**config.mk**
```make
export PLATFORM = sky130hd
export DESIGN_NAME = alu_muldiv_unit
export DESIGN_NICKNAME = d
export VERILOG_FILES = /design/src/rtl/alu_muldiv_unit.sv
export SDC_FILE = /design/constraint.sdc
export NUM_CORES = 1
export LEC_CHECK = 0
export CELL_PAD_IN_SITES_DETAIL_PLACEMENT = 1
export CELL_PAD_IN_SITES_GLOBAL_PLACEMENT = 1
export CORE_MARGIN = 1
export CORE_UTILIZATION = 40
export CTS_BUF_LIST = sky130_fd_sc_hd__clkbuf_2
export DETAILED_ROUTE_END_ITERATION = 10
export MAX_ROUTING_LAYER = met4
export PLACE_DENSITY_LB_ADDON = 0.1
export REMOVE_ABC_BUFFERS = 1
export SYNTH_ARGS = -nofsm -noshare
export SYNTH_HDL_FRONTEND = slang
export SYNTH_SLANG_ARGS = --single-unit
```
**constraint.sdc**
```tcl
create_clock -name clk_i -period 5 [get_ports clk_i]
set_input_delay 0.5 -clock clk_i [delete_from_list [all_inputs] [get_ports clk_i]]
set_output_delay 0.5 -clock clk_i [all_outputs]
set_load 0.01 [all_outputs]
```
**src/rtl/alu_muldiv_unit.sv**
```systemverilog
// alu_muldiv_unit: execute-stage ALU with built-in ALUOp/funct decode and
// an iterative unsigned shift/add multiplier and a restoring divider.
// The divider is built only when the macro MULDIV_DIV_EN is defined.
// Without it, the divu encoding falls back to a single-cycle add.
//
// Handshake: an op is accepted on a rising edge where start_i = 1 and
// busy_o = 0. While busy_o = 1 the unit ignores start_i and holds its
// operands and code. done_o pulses high for exactly one cycle per accepted
// op, in the cycle in which result_o/zero_o carry that op's result. done_o
// is never high together with busy_o. Starting in the done cycle is allowed
// and gives back-to-back operation.
module alu_muldiv_unit #(
  parameter int WIDTH = 32
) (
  input  logic             clk_i,
  input  logic             rst_i,
  input  logic             start_i,
  input  logic [1:0]       EX_signal_i,
  input  logic [9:0]       func_i,
  input  logic [WIDTH-1:0] a_i,
  input  logic [WIDTH-1:0] b_i,
  output logic [3:0]       ALUCtrl_o,
  output logic [WIDTH-1:0] result_o,
  output logic             zero_o,
  output logic             busy_o,
  output logic             done_o,
  output logic [1:0]       state_o
);

  localparam int CNT_W = $clog2(WIDTH + 1);

  localparam logic [3:0] ALU_AND  = 4'b0000;
  localparam logic [3:0] ALU_OR   = 4'b0001;
  localparam logic [3:0] ALU_ADD  = 4'b0010;
  localparam logic [3:0] ALU_SUB  = 4'b0110;
  localparam logic [3:0] ALU_DIVU = 4'b1110;
  localparam logic [3:0] ALU_MUL  = 4'b1111;

  typedef enum logic [1:0] {
    S_IDLE = 2'd0,
    S_MUL  = 2'd1,
    S_DIV  = 2'd2,
    S_DONE = 2'd3
  } state_t;

  state_t           state_q;
  logic [3:0]       code_in;
  logic [WIDTH-1:0] alu_res;
  logic [WIDTH-1:0] op_a_q;   // multiplicand (MUL) or dividend/quotient (DIV)
  logic [WIDTH-1:0] op_b_q;   // multiplier (MUL) or divisor (DIV)
  logic [WIDTH-1:0] acc_q;    // partial product
  logic [CNT_W-1:0] cnt_q;
  logic [WIDTH-1:0] mul_acc_nxt;

`ifdef MULDIV_DIV_EN
  logic [WIDTH:0]   rem_q;    // partial remainder, one spare bit for the shift
  logic [WIDTH:0]   rem_sh;
  logic [WIDTH:0]   rem_diff;
  logic             rem_ge;
  logic [WIDTH-1:0] quo_nxt;
`endif

  assign state_o = state_q;

  // Map the ALUOp field and {funct7,funct3} onto a 4-bit ALU code.
  always_comb begin
    code_in = ALU_ADD;
    case (EX_signal_i)
      2'b01: code_in = ALU_SUB;
      2'b10: begin
        case (func_i)
          10'b0000000_111: code_in = ALU_AND;
          10'b0000000_110: code_in = ALU_OR;
          10'b0000000_000: code_in = ALU_ADD;
          10'b0100000_000: code_in = ALU_SUB;
          10'b0000001_000: code_in = ALU_MUL;
`ifdef MULDIV_DIV_EN
          10'b0000001_100: code_in = ALU_DIVU;
`endif
          default:         code_in = ALU_ADD;
        endcase
      end
      default: code_in = ALU_ADD;
    endcase
  end

  // Single-cycle datapath works on the live operands at the accept edge.
  always_comb begin
    alu_res = a_i + b_i;
    case (code_in)
      ALU_AND: alu_res = a_i & b_i;
      ALU_OR:  alu_res = a_i | b_i;
      ALU_SUB: alu_res = a_i - b_i;
      default: alu_res = a_i + b_i;
    endcase
  end

  // One shift-add step. The low half of the product is the same whether the
  // operands are read as signed or unsigned.
  always_comb begin
    mul_acc_nxt = acc_q + (op_b_q[0] ? op_a_q : '0);
  end

`ifdef MULDIV_DIV_EN
  // One restoring-division step. The dividend shifts out MSB-first into the
  // remainder, and the quotient bits shift into the vacated LSBs. A zero
  // divisor always compares as "fits", so the quotient becomes all ones.
  always_comb begin
    rem_sh   = {rem_q[WIDTH-1:0], op_a_q[WIDTH-1]};
    rem_ge   = (rem_sh >= {1'b0, op_b_q});
    rem_diff = rem_sh - {1'b0, op_b_q};
    quo_nxt  = {op_a_q[WIDTH-2:0], rem_ge};
  end
`endif

  // Control FSM and result registers.
  always_ff @(posedge clk_i) begin
    if (rst_i) begin
      state_q   <= S_IDLE;
      result_o  <= '0;
      ALUCtrl_o <= ALU_AND;
      zero_o    <= 1'b1;
      busy_o    <= 1'b0;
      done_o    <= 1'b0;
      op_a_q    <= '0;
      op_b_q    <= '0;
      acc_q     <= '0;
      cnt_q     <= '0;
`ifdef MULDIV_DIV_EN
      rem_q     <= '0;
`endif
    end else begin
      done_o <= 1'b0;
      case (state_q)
        S_IDLE, S_DONE: begin
          if (start_i) begin
            op_a_q    <= a_i;
            op_b_q    <= b_i;
            ALUCtrl_o <= code_in;
            acc_q     <= '0;
            cnt_q     <= CNT_W'(WIDTH);
            case (code_in)
              ALU_MUL: begin
                state_q <= S_MUL;
                busy_o  <= 1'b1;
              end
`ifdef MULDIV_DIV_EN
              ALU_DIVU: begin
                state_q <= S_DIV;
                busy_o  <= 1'b1;
                rem_q   <= '0;
              end
`endif
              default: begin
                result_o <= alu_res;
                zero_o   <= (alu_res == '0);
                done_o   <= 1'b1;
                state_q  <= S_DONE;
              end
            endcase
          end else begin
            state_q <= S_IDLE;
          end
        end
        S_MUL: begin
          acc_q  <= mul_acc_nxt;
          op_a_q <= op_a_q << 1;
          op_b_q <= op_b_q >> 1;
          cnt_q  <= cnt_q - CNT_W'(1);
          if (cnt_q == CNT_W'(1)) begin
            result_o <= mul_acc_nxt;
            zero_o   <= (mul_acc_nxt == '0);
            done_o   <= 1'b1;
            busy_o   <= 1'b0;
            state_q  <= S_DONE;
          end
        end
`ifdef MULDIV_DIV_EN
        S_DIV: begin
          rem_q  <= rem_ge ? rem_diff : rem_sh;
          op_a_q <= quo_nxt;
          cnt_q  <= cnt_q - CNT_W'(1);
          if (cnt_q == CNT_W'(1)) begin
            result_o <= quo_nxt;
            zero_o   <= (quo_nxt == '0);
            done_o   <= 1'b1;
            busy_o   <= 1'b0;
            state_q  <= S_DONE;
          end
        end
`endif
        default: begin
          busy_o  <= 1'b0;
          state_q <= S_IDLE;
        end
      endcase
    end
  end

endmodule

```
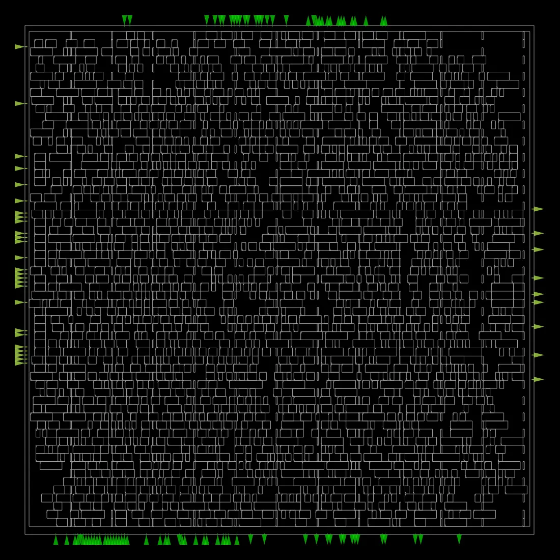
*Cell outlines without signal wires, run 1*
Seq Cell Count: 143
non-filler instance count after layout: 2,143
Core Area: 27,900 um2

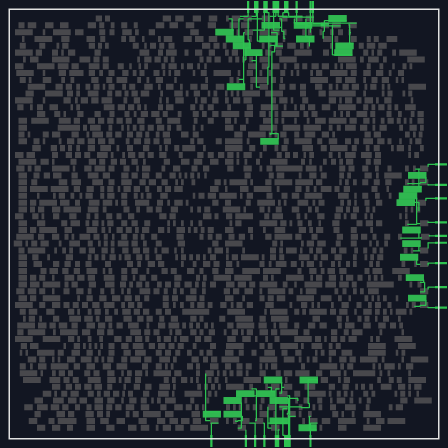
*I/O nets highlighted, run 1*
| port | colour | bits | direction | end cells | buffers | wire |
|---|---|---|---|---|---|---|
| `result_o` | green | 32 | output | 32 | 32 | 754 um |

==> results.ini, run 1 <==
[grt]
track_usage_pct = 30.3
grt_pass1_vias = 12574
overflow = 0
grt_start_max_net_pins = 72
grt_pass1_wl_mm = 67.3
antenna_found_initial = 1

[logic_synthesis]
synth-edff-count = 0
ys_ff = 143
simple_gate_share_pct = 23.1
top_cell_area_share_pct = 25.2
ys_sh_mux_pct = 6.79
most_common_cell = nor2_1
ys_seq_share_pct = 25.2
yosys_cells = 1494
ys_area_um2 = 11400
syn_area_um2 = 11400
synth_cell_types = 76
logic_family = AND-OR/OR-AND gates
adder_share_pct = 8.16
synthArstFlopShare_pct = 0
yosys_warnings = 0
compound_area_share_pct = 26.7
largest_area_cell = dfxtp_1
synthCells = 1494
top_cells_by_area = dfxtp_1 (25%), ha_1 (7.8%), nor2_1 (6.7%)
flop_cell = dfxtp_1
synth.avg_cell_area_um2 = 7.62
top_cells_by_count = nor2_1 (203), dfxtp_1 (143), nand2_1 (126)
xor_area_share_pct = 6.00

[critical_path]
start_kind = input pin
critPathKind = input pin to flop
crit_fanout = 3
worstPathArrival_ns = 5.62
crit_path_end_kind = flop
worstPathRequired_ns = 5.78

[clock_tree]
htree_levels = 4
ctsRootBufferMaster = clkbuf_2
ctsHoldBuffers = 0
cts_made_buffers = 17
clkLatencyLatePin_ns = 0.81
cts_buffer_depth = 2
cts_tree = done
path_clk_slew_ns = 0.29
cts.sinks = 143

[die]
num_rows = 61
dieHeight_um = 171
fp_util_pct = 40.9
die_area_um2 = 29100
pin_count = 120
die_w_um = 171

[timing]
fin_worst_skew_ns = 0.0545
fin_crit_sh_pct = 96.9
clock.fmax_mhz = 206
setup-violations-final = 0
worst_slew_margin_rel_pct = 30.1
worst_pin_slew_ns = 1.05
fin_crit_ns = 4.84
slew_violations = 0
finalHoldViolations = 0

[place]
port_buffers = 119
dpl.hpwl_mm = 32.8
gp_congestion = 0.954
dp.cells = 2108

[route]
detail_route.first_pass.iterations = 7
num_vias = 12391
avgRoutedWirePerCell_um = 19.6
ant_nets = 0
via_per_inst = 5.78
drt_iter0_drc = 900
drc_errors = 0

[flow_run]
openroad.warnings = 30
maxCapViolCount = 0

[min_path]
hp-class = input pin to flop

[power_and_ir_drop]
powerDensity_nw_per_um2 = 338
leakage_nw = 6.13
peakVddDrop_uv = 163

[layout]
post-route-util_pct = 53.0
syn2layout_area_growth_pct = 29.7
drive_gt1_share_pct = 16.7
num-fill-cells = 3423
seq_area_um2 = 2860
logic_area_um2 = 8200
fin_nets = 1903

[run_status]
outcome = completed

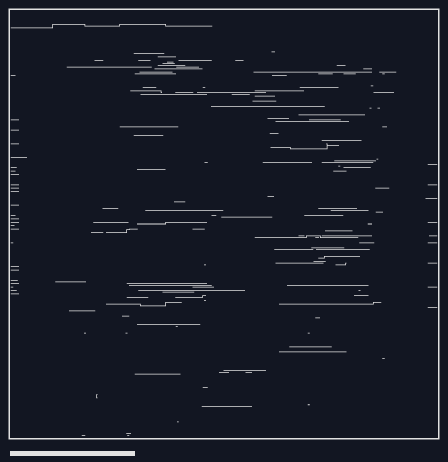
*Metal 3, run 1*
Scale bar: 50 um.
main direction: horizontal
share of all routed wire: 3.9%
nets with wire on the layer: 125
final WL: 42.1 mm
GR Layer Usage met3: 3.28%

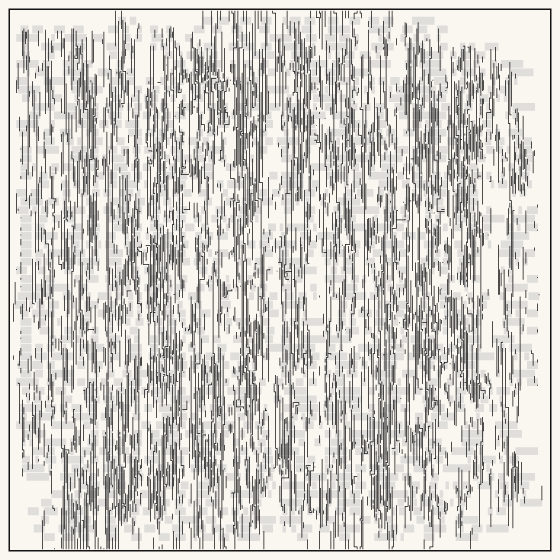
*The metal 2 layer, run 1*
Cells faint in the background.
share of all routed wire: 45%
wire length on this layer: 19,000 um
nets with wire on the layer: 1,673
longest straight run: 75.5 um
main direction: vertical

[run 1: per-layer routing]
metal | global-route usage (%) | vias to the layer above | part of all wire (%)
li1 | - | 6001 | -
met1 | 41.4 | 6077 | 49
met2 | 47.4 | 267 | 45
met3 | 3.28 | 46 | 3.9
met4 | 7.60 | 0 | 1.8
met5 | - | - | 0
[run 1: state kept, by name, indices dropped and copies added (netlist names)]
name       cells
ALUCtrl_o      4
acc_q         32
busy_o         1
cnt_q          6
done_o         1
op_a_q        32
op_b_q        32
result_o      32
state_o        2
zero_o         1
[run 1: critical path: stages]
cell,delay [ns]
clkdlybuf4s50_1,0.46
nor4_4,0.36
nor2b_4,0.21
nand3b_1,0.11
or3_2,0.49
or2_2,0.35
buf_4,0.15
o31ai_1,0.30
xor2_1,0.14
ha_1,0.34
buf_4,0.14
nand2_1,0.08
a21oi_1,0.20
o2bb2ai_1,0.10
a21oi_1,0.21
xnor2_1,0.16
o21ai_0,0.14
a2111oi_1,0.28
buf_4,0.18
nand3_1,0.06
or4_1,0.52
o21ai_1,0.13
[run 1: area by class of cell]
cell class	instances	share of cell area [%]
tap	378	3.20
inverter	28	0.712
timing repair buffer	331	18.9
multi-input combinational	1230	55.6
sequential	143	19.4
clock inverter	15	1.59
antenna	1	0.0170
clock buffer	17	0.576
[run 1: repair_timing]
item | 4_1_cts | 5_1_grt
gates resized | 1 | 27
gates cloned | 0 | 0
buffers inserted | 0 | 2
endpoints found under the setup margin | 1 | 4
pin swaps | 0 | 4
hold endpoints to repair | 0 | 0
[run 1: where the power goes]
part	switching, mW	internal, mW	leakage, nW
Sequential	0.163	1.37	1.17
Combinational	1.41	1.12	4.77
Clock	0.568	0.358	0.185
[run 1: through the flow]
step           cell area, um2  hold slack, ns  power [mW]  setup TNS [ns]  setup WS (ns)
6_report                14800           0.230        4.99               0          0.156
5_1_grt                 14800           0.221        5.30          -0.167         -0.109
4_1_cts                 14600           0.193        4.98               0         0.0276
3_5_place_dp            14300           0.446        4.05           -7.80         -0.900
3_3_place_gp            14300           0.439        3.96           -5.35         -0.727
2_1_floorplan           11000           0.461        2.99         -393.15          -5.18
[run 1: cells by family after synthesis]
| logic type | count (synthesis) |
|---|---|
| buf+inv | 121 |
| compound gates | 453 |
| simple gates | 549 |
| flops | 143 |
| fa+ha+maj | 73 |
| xor+xnor | 78 |
| mux | 77 |
[run 1: cell usage in the layout, fill, tap and decap left out, types with 11 or more instances in the layout]
cell type          n
clkbuf_2          17
and2_1            38
xnor2_1           36
nor2_1           201
or3_1             11
o21ai_0           57
dfxtp_1          143
inv_1             27
mux2i_1           75
xor2_1            42
nand3_1           36
buf_4            212
a22oi_1           26
ha_1              70
a21o_1            19
a31oi_1           12
clkdlybuf4s50_1  118
o211ai_1          18
a21oi_1          116
nor2b_1           13
nor3_1            33
nand2_1          126
a211oi_1          91
nand4_1           16
[run 1: path summary, 6_finish.rpt]
kind	from	to	slack, ns	cells after the start
max	b_i[3]	zero_o	0.16	22
min	rst_i	op_a_q[0]	0.23	2
max reg2reg	op_b_q[0]	zero_o	0.68	16
min reg2reg	result_o[14]	result_o[14]	0.47	2
==> run 2: changes to the inputs <==
SLEW_MARGIN = 20   (was unset)
==> results.ini, run 2 <==
[die]
fp.coreArea_um2 = 27900
fp_util_pct = 40.9
dieHeight_um = 171
pin_count = 120

[clock_tree]
ctsHoldBuffers = 0
cts.sinks = 143
cts_tree = done
htree_levels = 4
path_clk_slew_ns = 0.29
ctsRootBufferMaster = clkbuf_2

[critical_path]
worstPathRequired_ns = 5.78
start_kind = input pin
crit_path_cell_trace = clkdlybuf4s50_1 -> nor4_4 -> nor2b_4 -> nand3b_1 -> or3_2 -> or2_2 -> buf_4 -> o31ai_1 -> xor2_1 -> ha_1 -> buf_4 -> nand2_1 -> a21oi_1 -> o2bb2ai_1 -> a21oi_1 -> xnor2_1 -> o21ai_0 -> a2111oi_1 -> buf_4 -> nand3_1 -> or4_1 -> o21ai_1
cp_slowest_cell = or4_1
crit_fanout = 3
worstPathArrival_ns = 5.62
cpPeakStageDelay_ns = 0.52
crit_path_end_kind = flop

[logic_synthesis]
synthArstFlopShare_pct = 0
ys_area_um2 = 11400
flop_cell = dfxtp_1
largest_area_cell = dfxtp_1
compound_area_share_pct = 26.7
yosys_cells = 1494
synth_cell_types = 76
ys_ff = 143
ys_sh_mux_pct = 6.79
xor_area_share_pct = 6.00
top_cells_by_count = nor2_1 (203), dfxtp_1 (143), nand2_1 (126)
synthCells = 1494
syn_area_um2 = 11400
yosys_warnings = 0
adder_share_pct = 8.16

[grt]
overflow = 0
grt_pass1_wl_mm = 67.3
antenna_found_initial = 1
grt_pass1_vias = 12574
track_usage_pct = 30.3

[route]
drc_errors = 0
avgRoutedWirePerCell_um = 19.6
ant_nets = 0
num_vias = 12391
wl_mm = 42.1
detail_route.first_pass.iterations = 7

[layout]
drive_gt1_share_pct = 16.7
layout_top_cell = buf_4
syn2layout_area_growth_pct = 29.7
final_cells = 2143

[timing]
fin_crit_sh_pct = 96.9
whs_ns = 0.230
setup-violations-final = 0
fin_crit_ns = 4.84
clock.fmax_mhz = 206
finalHoldViolations = 0
worst_pin_slew_ns = 1.05

[power_and_ir_drop]
powerDensity_nw_per_um2 = 338
peakVddDrop_uv = 163
p_total_mw = 4.99
leakage_nw = 6.13

[run_status]
outcome = completed

[flow_run]
maxCapViolCount = 0

[place]
dp.cells = 2108
gp_congestion = 0.954
port_buffers = 119

[min_path]
hp-class = input pin to flop

## run 2: cell counts after synthesis
No cell type changed its count.
## run 2: routing by layer
| metal | global-route usage (%) | wire length, um | up-vias |
|---|---|---|---|
| met5 | - | 0 | - |
| met4 | 7.60 | 751 | 0 |
| met3 | 3.28 | 1630 | 46 |
| met2 | 47.4 | 19000 | 267 |
| met1 | 41.4 | 20700 | 6077 |
| li1 | - | - | 6001 |
## run 2: worst max-delay path: cells and delay by family
family	cells	cell delay, ns
buf+inv	4	0.93
fa+ha+maj	1	0.34
compound gates	7	1.36
xor+xnor	2	0.30
simple gates	8	2.18
## run 2: final timing paths
kind,end,cells past startpoint,start,slack [ns]
setup / recovery,zero_o,22,b_i[3],0.16
hold / removal,op_a_q[0],2,rst_i,0.23
setup reg to reg,zero_o,16,op_b_q[0],0.68
hold reg to reg,result_o[14],2,result_o[14],0.47
## run 2: final cells by class
type,instances,area [um2]
multi-input combinational,1230,8200
clock buffer,17,85.1
sequential,143,2860
timing repair buffer,331,2790
inverter,28,105
tap,378,473
clock inverter,15,234
fill,3423,13100
antenna,1,2.50
## run 2: cell families after synthesis
family	count (synthesis)
xor+xnor	78
mux	77
flops	143
simple gates	549
buf+inv	121
compound gates	453
fa+ha+maj	73
## run 2: what timing repair did
| item | in CTS | in global routing |
|---|---|---|
| endpoints found under the setup margin | 1 | 4 |
| gates resized | 1 | 27 |
| setup buffers | 0 | 2 |
| pin swaps | 0 | 4 |
## run 2: stage by stage
| stage | setup TNS, ns | setup WS (ns) | cell area (um2) |
|---|---|---|---|
| after floorplan | -393.15 | -5.18 | 11000 |
| after global placement | -5.35 | -0.727 | 14300 |
| after detailed placement | -7.80 | -0.900 | 14300 |
| after CTS | 0 | 0.0276 | 14600 |
| after global routing | -0.167 | -0.109 | 14800 |
| final | 0 | 0.156 | 14800 |
## run 2: report_power, final
part / internal [mW] / total [mW] / leakage [nW] / switching, mW
Sequential: 1.37 / 1.54 / 1.17 / 0.163
Combinational: 1.12 / 2.52 / 4.77 / 1.41
Clock: 0.358 / 0.927 / 0.185 / 0.568
Total: 2.85 / 4.99 / 6.13 / 2.14
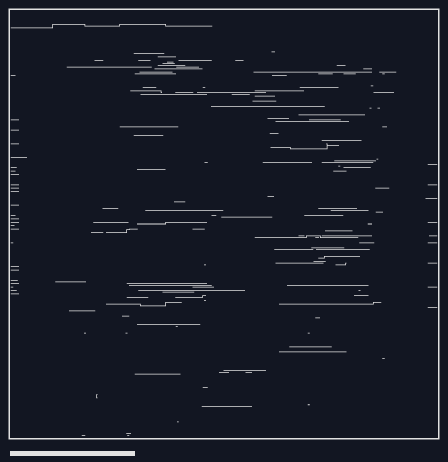
*Metal 3, run 2*
Scale bar: 50 um.
longest straight run: 46.9 um
nets with wire on the layer: 125
main direction: horizontal

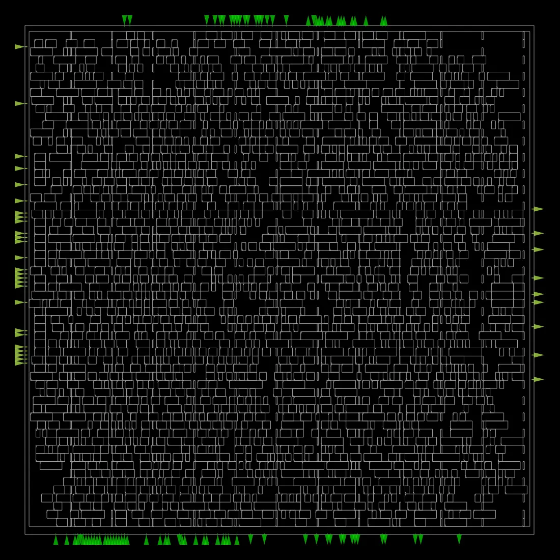
*Cell outlines without signal wires, run 2*
Core Rows: 61
final core occ: 53.0%

==> run 3: changes to the inputs <==
GPL_TIMING_DRIVEN = 0   (was unset)
==> results.ini, run 3 <==
[critical_path]
worstPathRequired_ns = 5.80
crit_fanout = 8
critPathKind = input pin to flop
worstPathArrival_ns = 5.69
start_kind = input pin
crit_path_end_kind = flop

[place]
dpl.hpwl_mm = 29.9
gp_congestion = 0.909
dp.cells = 1911
post-place-ws_ns = -1.93
port_buffers = 119

[route]
num_vias = 11611
detail_route.first_pass.iterations = 8
drc_errors = 0
avgRoutedWirePerCell_um = 20.3
via_per_inst = 5.92
ant_nets = 0
wl_mm = 39.9
drt_iter0_drc = 762

[timing]
setup-violations-final = 0
setup_slack_ns = 0.113
fin_crit_ns = 4.89
fin_worst_skew_ns = 0.0587
whs_ns = 0.0858
worst_pin_slew_ns = 0.973
finalHoldViolations = 0
clock.fmax_mhz = 205
worst_slew_margin_rel_pct = 34.9
slew_violations = 0
fin_crit_sh_pct = 97.7

[power_and_ir_drop]
seq_power_share_pct = 32.9
clkPwrFrac_pct = 16.4
swShare_pct = 45.0
leakage_nw = 5.34
combPwrFrac_pct = 50.7
peakVddDrop_uv = 197
power.internal_mw = 2.57
powerDensity_nw_per_um2 = 344
power.switching_mw = 2.11

[run_status]
outcome = completed

[logic_synthesis]
synthCells = 1494
top_cells_by_count = nor2_1 (203), dfxtp_1 (143), nand2_1 (126)
most_common_cell = nor2_1
ys_area_um2 = 11400
synth.avg_cell_area_um2 = 7.62
ys_seq_share_pct = 25.2
syn_area_um2 = 11400
top_cell_area_share_pct = 25.2
synth_cell_types = 76
yosys_warnings = 0
largest_area_cell = dfxtp_1
synthArstFlopShare_pct = 0
top_cells_by_area = dfxtp_1 (25%), ha_1 (7.8%), nor2_1 (6.7%)
yosys_cells = 1494
synth-edff-count = 0
flop_cell = dfxtp_1
ys_ff = 143

[grt]
grt_start_max_net_pins = 78
antenna_found_initial = 1
grt_pass1_wl_mm = 62.8
grt_pass1_vias = 11342
track_usage_pct = 28.5
overflow = 0

[clock_tree]
ctsHoldBuffers = 0
htree_levels = 4
path_clk_slew_ns = 0.31
ctsRootBufferMaster = clkbuf_2
cts_buffer_depth = 2
clkLatencyLatePin_ns = 0.86
cts.sinks = 143
cts_made_buffers = 17
cts_tree = done

[die]
fp.coreArea_um2 = 27900
fp_util_pct = 40.9
pin_count = 120
die_area_um2 = 29100
die_w_um = 171
num_rows = 61
dieHeight_um = 171

[layout]
syn2layout_area_growth_pct = 19.8
final_cells = 1961
fin_nets = 1721
lay_top_cells = nor2_1 (200), dfxtp_1 (142), nand2_1 (125)
drive_gt1_share_pct = 8.79
layout_top_cell = nor2_1

[flow_run]
maxCapViolCount = 0
openroad.warnings = 30

[min_path]
hp-class = input pin to flop

==> run 3: cell counts after synthesis <==
Identical to the previous run, type by type.
==> run 3: power by group through the flow <==
stage / combinational [mW] / sequential [mW] / clock (mW)
after floorplan: 1.44 / 1.55 / 0
after global placement: 2.22 / 1.56 / 0
after detailed placement: 2.29 / 1.57 / 0
after CTS: 2.32 / 1.54 / 0.796
after global routing: 2.60 / 1.57 / 0.843
final: 2.37 / 1.54 / 0.770
==> run 3: critical path, stage by stage <==
cell	delay, ns
dlygate4sd2_1	0.35
or4_4	0.53
or3_4	0.39
or3_4	0.37
or4b_4	0.57
o41ai_2	0.26
xor2_1	0.32
ha_4	0.28
a21oi_4	0.17
o21bai_1	0.07
a21oi_1	0.20
o211ai_1	0.14
a21oi_2	0.19
xnor2_1	0.09
a222oi_1	0.31
buf_4	0.19
nand4_1	0.08
or4_1	0.52
o21ai_1	0.13
==> run 3: metrics by stage <==
stage / util, % / TNS, ns / total power, mW / area [um2]
floorplan: - / -393.15 / 2.99 / 11000
global placement: 45.5 / -953.91 / 3.78 / 12700
detailed placement: 46.8 / -17.20 / 3.85 / 13000
CTS: 48.0 / 0 / 4.66 / 13400
global route: 48.9 / -0.0971 / 5.01 / 13600
finish: 48.9 / 0 / 4.68 / 13600
==> run 3: final cells by class <==
cell class              count  area, um2
well taps                 378        473
repair buffers            149       1600
clock buffers              17       85.1
inverters                  28        108
diodes                      1       2.50
clock inverters            15        165
multi-input cells        1230       8340
fillers                  3441      14200
flip-flops and latches    143       2860
==> run 3: path summary, 6_finish.rpt <==
path / to / slack (ns) / cells after the start / start
worst max register to register: zero_o / 0.23 / 15 / state_o[1]
worst max-delay path: zero_o / 0.11 / 19 / b_i[8]
worst min register to register: result_o[19] / 0.47 / 2 / result_o[19]
worst min-delay path: ALUCtrl_o[1] / 0.09 / 2 / rst_i
==> run 3: cells by family after synthesis <==
kind of cell,synth area share (%)
flops,25.2
fa+ha+maj,8.16
simple gates,23.1
buf+inv,4.09
compound gates,26.7
mux,6.79
xor+xnor,6.00
==> run 3: metal layers <==
metal  part of all wire [%]  track usage (%)
met5                      0                -
met4                    2.3             8.81
met3                    3.6             3.79
met2                     45             42.7
met1                     49             39.4
==> run 3: timing repair <==
action / CTS / global route
resized: 23 / 47
setup endpoints to repair: 6 / 7
hold endpoints to repair: 0 / 0
pin swaps: 1 / 15
buffers inserted: 3 / 14
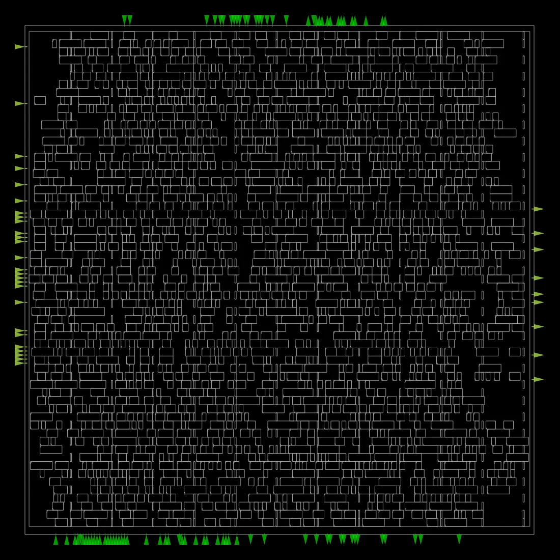
*Cell outlines without signal wires, run 3*
fraction of area in registers: 21.0%
Fillers: 3,441

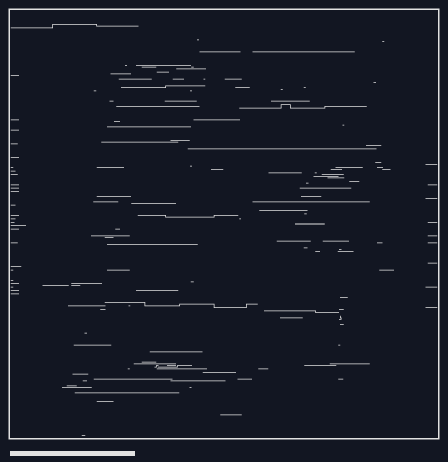
*Metal 3, run 3*
Scale bar: 50 um.
wire length on this layer: 1,440 um
share of all routed wire: 3.6%
nets with wire on the layer: 111
main direction: horizontal
longest straight run: 75.0 um

No activity file was given, so power comes from the tool's default toggle rates.
